--- config.mk ---
export PLATFORM = sky130hd
export DESIGN_NAME = param_ram
export DESIGN_NICKNAME = d
export VERILOG_FILES = /design/src/rtl/param_ram_pkg.sv /design/src/rtl/param_ram_ram_core.sv /design/src/rtl/param_ram.sv
export SDC_FILE = /design/constraint.sdc
export NUM_CORES = 1
export LEC_CHECK = 0
export CAP_MARGIN = 20
export CORE_MARGIN = 5
export CORE_UTILIZATION = 44
export CTS_BUF_LIST = sky130_fd_sc_hd__clkbuf_4 sky130_fd_sc_hd__clkbuf_8 sky130_fd_sc_hd__clkbuf_16
export DETAILED_ROUTE_END_ITERATION = 16
export GPL_TIMING_DRIVEN = 0
export MAX_ROUTING_LAYER = met4
export PLACE_DENSITY = 0.83
export SYNTH_ARGS = -nofsm -noshare
export SYNTH_HDL_FRONTEND = slang
export SYNTH_SLANG_ARGS = --single-unit
--- constraint.sdc ---
create_clock -name clk -period 2 [get_ports clk]
set_input_delay 0.4 -clock clk [delete_from_list [all_inputs] [get_ports clk]]
set_output_delay 0.4 -clock clk [all_outputs]
set_load 0.02 [all_outputs]
--- src/rtl/param_ram_pkg.sv ---
// -----------------------------------------------------------------------------
// param_ram_pkg
// Shared definitions for the param_ram slice.
//   - state_t      : controller state (ST_CLEAR while the array is being
//                    zeroed, ST_IDLE while normal accesses are served)
//   - DEF_DATA_W   : default word width in bits
//   - DEF_ADDR_W   : default address width in bits
//   - depth_of()   : number of words addressed by an address of a given width
// -----------------------------------------------------------------------------
package param_ram_pkg;

    localparam int DEF_DATA_W = 3;
    localparam int DEF_ADDR_W = 2;

    typedef enum logic [0:0] {
        ST_CLEAR = 1'b0,
        ST_IDLE  = 1'b1
    } state_t;

    // The array always spans the full address space, so depth follows the
    // address width and is never configured on its own.
    function automatic int depth_of(input int addr_w);
        return 32'sd1 << addr_w;
    endfunction

endpackage : param_ram_pkg

--- src/rtl/param_ram_ram_core.sv ---
// -----------------------------------------------------------------------------
// ram_core
// Storage array with one write port and one registered read port.
//   clk       : clock, all state changes on its rising edge
//   rst       : synchronous active-high reset of the read port only; the
//               array contents are never touched by reset
//   wr_en     : write wr_data into mem[wr_addr] at this edge
//   wr_addr   : write word address
//   wr_data   : write data
//   rd_en     : capture mem[rd_addr] into rd_data at this edge
//   rd_addr   : read word address
//   rd_data   : registered read data (holds while rd_en is low)
//   rd_valid  : rd_data was captured at the most recent edge
//   mem_view  : combinational view of every word of the array
// -----------------------------------------------------------------------------
module ram_core
    import param_ram_pkg::*;
#(
    parameter int DATA_W = DEF_DATA_W,
    parameter int ADDR_W = DEF_ADDR_W
) (
    input  logic                                  clk,
    input  logic                                  rst,
    input  logic                                  wr_en,
    input  logic [ADDR_W-1:0]                     wr_addr,
    input  logic [DATA_W-1:0]                     wr_data,
    input  logic                                  rd_en,
    input  logic [ADDR_W-1:0]                     rd_addr,
    output logic [DATA_W-1:0]                     rd_data,
    output logic                                  rd_valid,
    output logic [(2**ADDR_W)-1:0][DATA_W-1:0]    mem_view
);

    localparam int DEPTH = depth_of(ADDR_W);

    logic [DEPTH-1:0][DATA_W-1:0] mem_r;
    logic [DATA_W-1:0]            rd_data_r;
    logic                         rd_valid_r;

    // Array write port; reset deliberately leaves the contents alone so that
    // zeroing is always done by the controller's clear sequence.
    always_ff @(posedge clk) begin
        if (rst) begin
            mem_r <= mem_r;
        end else if (wr_en) begin
            mem_r[wr_addr] <= wr_data;
        end else begin
            mem_r <= mem_r;
        end
    end

    // Registered read port. Both ports sample the array before this edge's
    // write lands, so a same-address read/write returns the old word.
    always_ff @(posedge clk) begin
        if (rst) begin
            rd_data_r  <= {DATA_W{1'b0}};
            rd_valid_r <= 1'b0;
        end else if (rd_en) begin
            rd_data_r  <= mem_r[rd_addr];
            rd_valid_r <= 1'b1;
        end else begin
            rd_data_r  <= rd_data_r;
            rd_valid_r <= 1'b0;
        end
    end

    assign rd_data  = rd_data_r;
    assign rd_valid = rd_valid_r;
    assign mem_view = mem_r;

endmodule : ram_core

--- src/rtl/param_ram.sv ---
// -----------------------------------------------------------------------------
// param_ram
// Parameterised single-port RAM with a self-clearing sequence.
// After reset (and on every clear request) the controller walks the whole
// array writing zeros, one word per cycle, and blocks all accesses meanwhile.
//   clk          : clock
//   rst          : synchronous active-high reset; restarts the clear sequence
//   address      : read/write word address
//   write_enable : write sw into mem[address] at this edge (idle only)
//   sw           : write data
//   clear_req    : one-cycle request to zero the whole array (idle only;
//                  takes priority over a simultaneous write)
//   led          : registered read data, one edge after the address
//   read_valid   : led was refreshed at the most recent edge
//   busy         : clear sequence running; reads and writes are ignored
//   ram_test     : combinational debug view of the whole array
// -----------------------------------------------------------------------------
module param_ram
    import param_ram_pkg::*;
#(
    parameter int DATA_W = DEF_DATA_W,
    parameter int ADDR_W = DEF_ADDR_W
) (
    input  logic                                  clk,
    input  logic                                  rst,
    input  logic [ADDR_W-1:0]                     address,
    input  logic                                  write_enable,
    input  logic [DATA_W-1:0]                     sw,
    input  logic                                  clear_req,
    output logic [DATA_W-1:0]                     led,
    output logic                                  read_valid,
    output logic                                  busy,
    output logic [(2**ADDR_W)-1:0][DATA_W-1:0]    ram_test
);

    // Pointer to the final word; an all-ones address equals DEPTH-1.
    localparam logic [ADDR_W-1:0] LAST_PTR = {ADDR_W{1'b1}};
    localparam logic [ADDR_W-1:0] PTR_STEP = ADDR_W'(1'b1);

    state_t              state_r;
    logic [ADDR_W-1:0]   clr_ptr_r;

    logic                wr_en_s;
    logic [ADDR_W-1:0]   wr_addr_s;
    logic [DATA_W-1:0]   wr_data_s;
    logic                rd_en_s;

    // Clear/idle controller: reset and clear requests both restart the walk
    // from word 0; the last zeroed word hands control back to idle.
    always_ff @(posedge clk) begin
        if (rst) begin
            state_r   <= ST_CLEAR;
            clr_ptr_r <= {ADDR_W{1'b0}};
        end else begin
            case (state_r)
                ST_CLEAR: begin
                    if (clr_ptr_r == LAST_PTR) begin
                        state_r   <= ST_IDLE;
                        clr_ptr_r <= clr_ptr_r;
                    end else begin
                        state_r   <= ST_CLEAR;
                        clr_ptr_r <= clr_ptr_r + PTR_STEP;
                    end
                end
                ST_IDLE: begin
                    if (clear_req) begin
                        state_r   <= ST_CLEAR;
                        clr_ptr_r <= {ADDR_W{1'b0}};
                    end else begin
                        state_r   <= ST_IDLE;
                        clr_ptr_r <= clr_ptr_r;
                    end
                end
                default: begin
                    state_r   <= ST_CLEAR;
                    clr_ptr_r <= {ADDR_W{1'b0}};
                end
            endcase
        end
    end

    // Array port steering: the clear walk owns the write port while busy;
    // in idle a clear request suppresses both the user write and the read so
    // that read_valid never rises while the array is being cleared.
    always_comb begin
        wr_en_s   = 1'b0;
        wr_addr_s = address;
        wr_data_s = sw;
        rd_en_s   = 1'b0;
        if (rst) begin
            wr_en_s = 1'b0;
            rd_en_s = 1'b0;
        end else begin
            case (state_r)
                ST_CLEAR: begin
                    wr_en_s   = 1'b1;
                    wr_addr_s = clr_ptr_r;
                    wr_data_s = {DATA_W{1'b0}};
                    rd_en_s   = 1'b0;
                end
                ST_IDLE: begin
                    wr_en_s = write_enable & ~clear_req;
                    rd_en_s = ~clear_req;
                end
                default: begin
                    wr_en_s = 1'b0;
                    rd_en_s = 1'b0;
                end
            endcase
        end
    end

    ram_core #(
        .DATA_W (DATA_W),
        .ADDR_W (ADDR_W)
    ) u_ram_core (
        .clk      (clk),
        .rst      (rst),
        .wr_en    (wr_en_s),
        .wr_addr  (wr_addr_s),
        .wr_data  (wr_data_s),
        .rd_en    (rd_en_s),
        .rd_addr  (address),
        .rd_data  (led),
        .rd_valid (read_valid),
        .mem_view (ram_test)
    );

    // busy is a direct decode of the state register.
    assign busy = (state_r == ST_CLEAR);

endmodule : param_ram

==> impl_metrics.env <==
# yosys + openroad results
export IMPL_ys_cells=60
export IMPL_run_status="completed"
export IMPL_sh_comb_area_pct=26.64
export IMPL_synth_nets=70
export IMPL_final_cells=114
export IMPL_worstPathRequired_ps=1600
export IMPL_ys_seq_share_pct=61.54
export IMPL_cts_tree="yes"
export IMPL_route_detailed_drc=0
export IMPL_nNonClkBuffers=28
export IMPL_ys_async_sr_fraction_pct=0
export IMPL_port_buffers=25
export IMPL_vdd_drop_max_mv=0.5499
export IMPL_met1Wirelength_um=796
export IMPL_synthDistinctLibCells=23
export IMPL_rrSetupSlack_ps=250
export IMPL_power_leakage_nw=0.4024
export IMPL_yosys_area_top_type_share_pct=44.31
export IMPL_yosys_warnings=0
export IMPL_largest_register_ff_count=12
export IMPL_nonClkBufAreaFrac_pct=23.42
export IMPL_hold_viol=0
export IMPL_cts_sinks=19
export IMPL_gr_total_overflow=0
export IMPL_post_synth_top_count_cell="edfxtp_1"
export IMPL_cp_max_fo=9
export IMPL_layout_area_comb_um2=300.3
export IMPL_crit_type="flop to output pin"
export IMPL_hold_path_class="flop to flop"
export IMPL_nNonClkInverters=1
export IMPL_wl_met2_um=778
export IMPL_dieArea_mm2=0.002808
export IMPL_num_rows=15
export IMPL_cts_setup_buffers=0
export IMPL_seq_area_um2=500.5
export IMPL_critPathBufInv=3
export IMPL_synth_area_um2=813.3
export IMPL_seq_area_share_pct=44.40
export IMPL_path_depth=3
export IMPL_ff2ff_path_depth=4
export IMPL_synth_avg_cell_area_um2=13.55
export IMPL_max_stage_delay_ps=610
export IMPL_startpoint="state_r"
export IMPL_layout_drive_gt1_share_pct=10.11
-- per-stage QoR --
stage / worst slack (ps) / area [um2] / power [mW]
CTS: 97.37 / 1127 / 0.8971
finish: 96.26 / 1127 / 0.8969
global placement: -365.3 / 1095 / 0.6913
detailed placement: -394.2 / 1095 / 0.6964
floorplan: 366.2 / 813.3 / 0.6072
global route: 24.46 / 1127 / 0.9385
-- power by group --
part           leakage (nW)  switching, mW  internal, mW
clock network        0.0177          0.131        0.0747
registers             0.169         0.0209         0.459
logic                 0.215          0.109         0.102
-- metal layers --
metal  GRT usage (%)  vias to the layer above
li1                -                      280
met1           17.35                      266
met2           23.55                       31
met3           6.197                        6
met4           5.106                        0
met5               -                        -
==> images/met1.png <==
Bar = 20 um. Supply wires on this layer in grey.
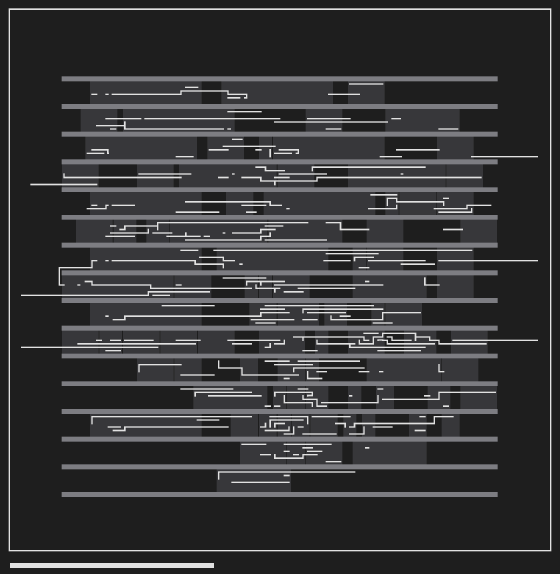
wire length on this layer: 797 um
longest straight run: 25.3 um
nets with wire on the layer: 85
total number of vias: 583
Total Routed Length: 1.803 mm
met1 usage: 17.35%

==> images/metal_stack.png <==
Two of the layers only.
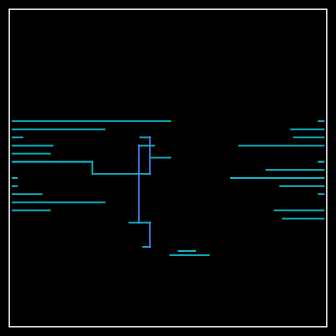
legend:
  met3:
    colour: cyan
    wire_length: 205 um
  met4:
    colour: blue
    wire_length: 23.1 um
gr usage total: 15.00%
Avg WL per Cell: 15.82 um

==> images/final_congestion.png <==
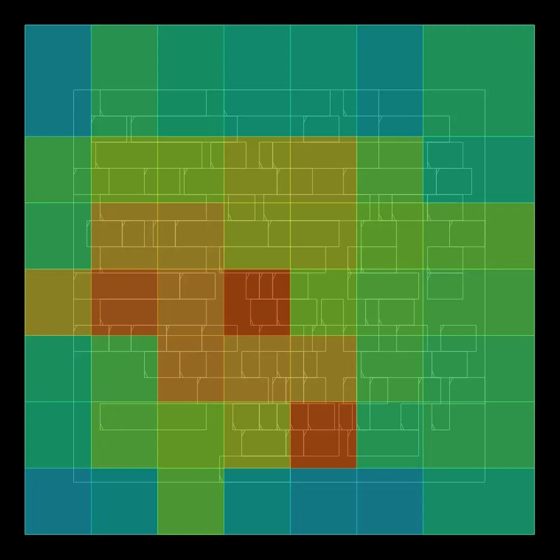
GR Layer Usage met2: 23.55%
met3 usage: 6.197%
busiest grt layer: met2

Power is estimated from default activity; no workload was simulated.
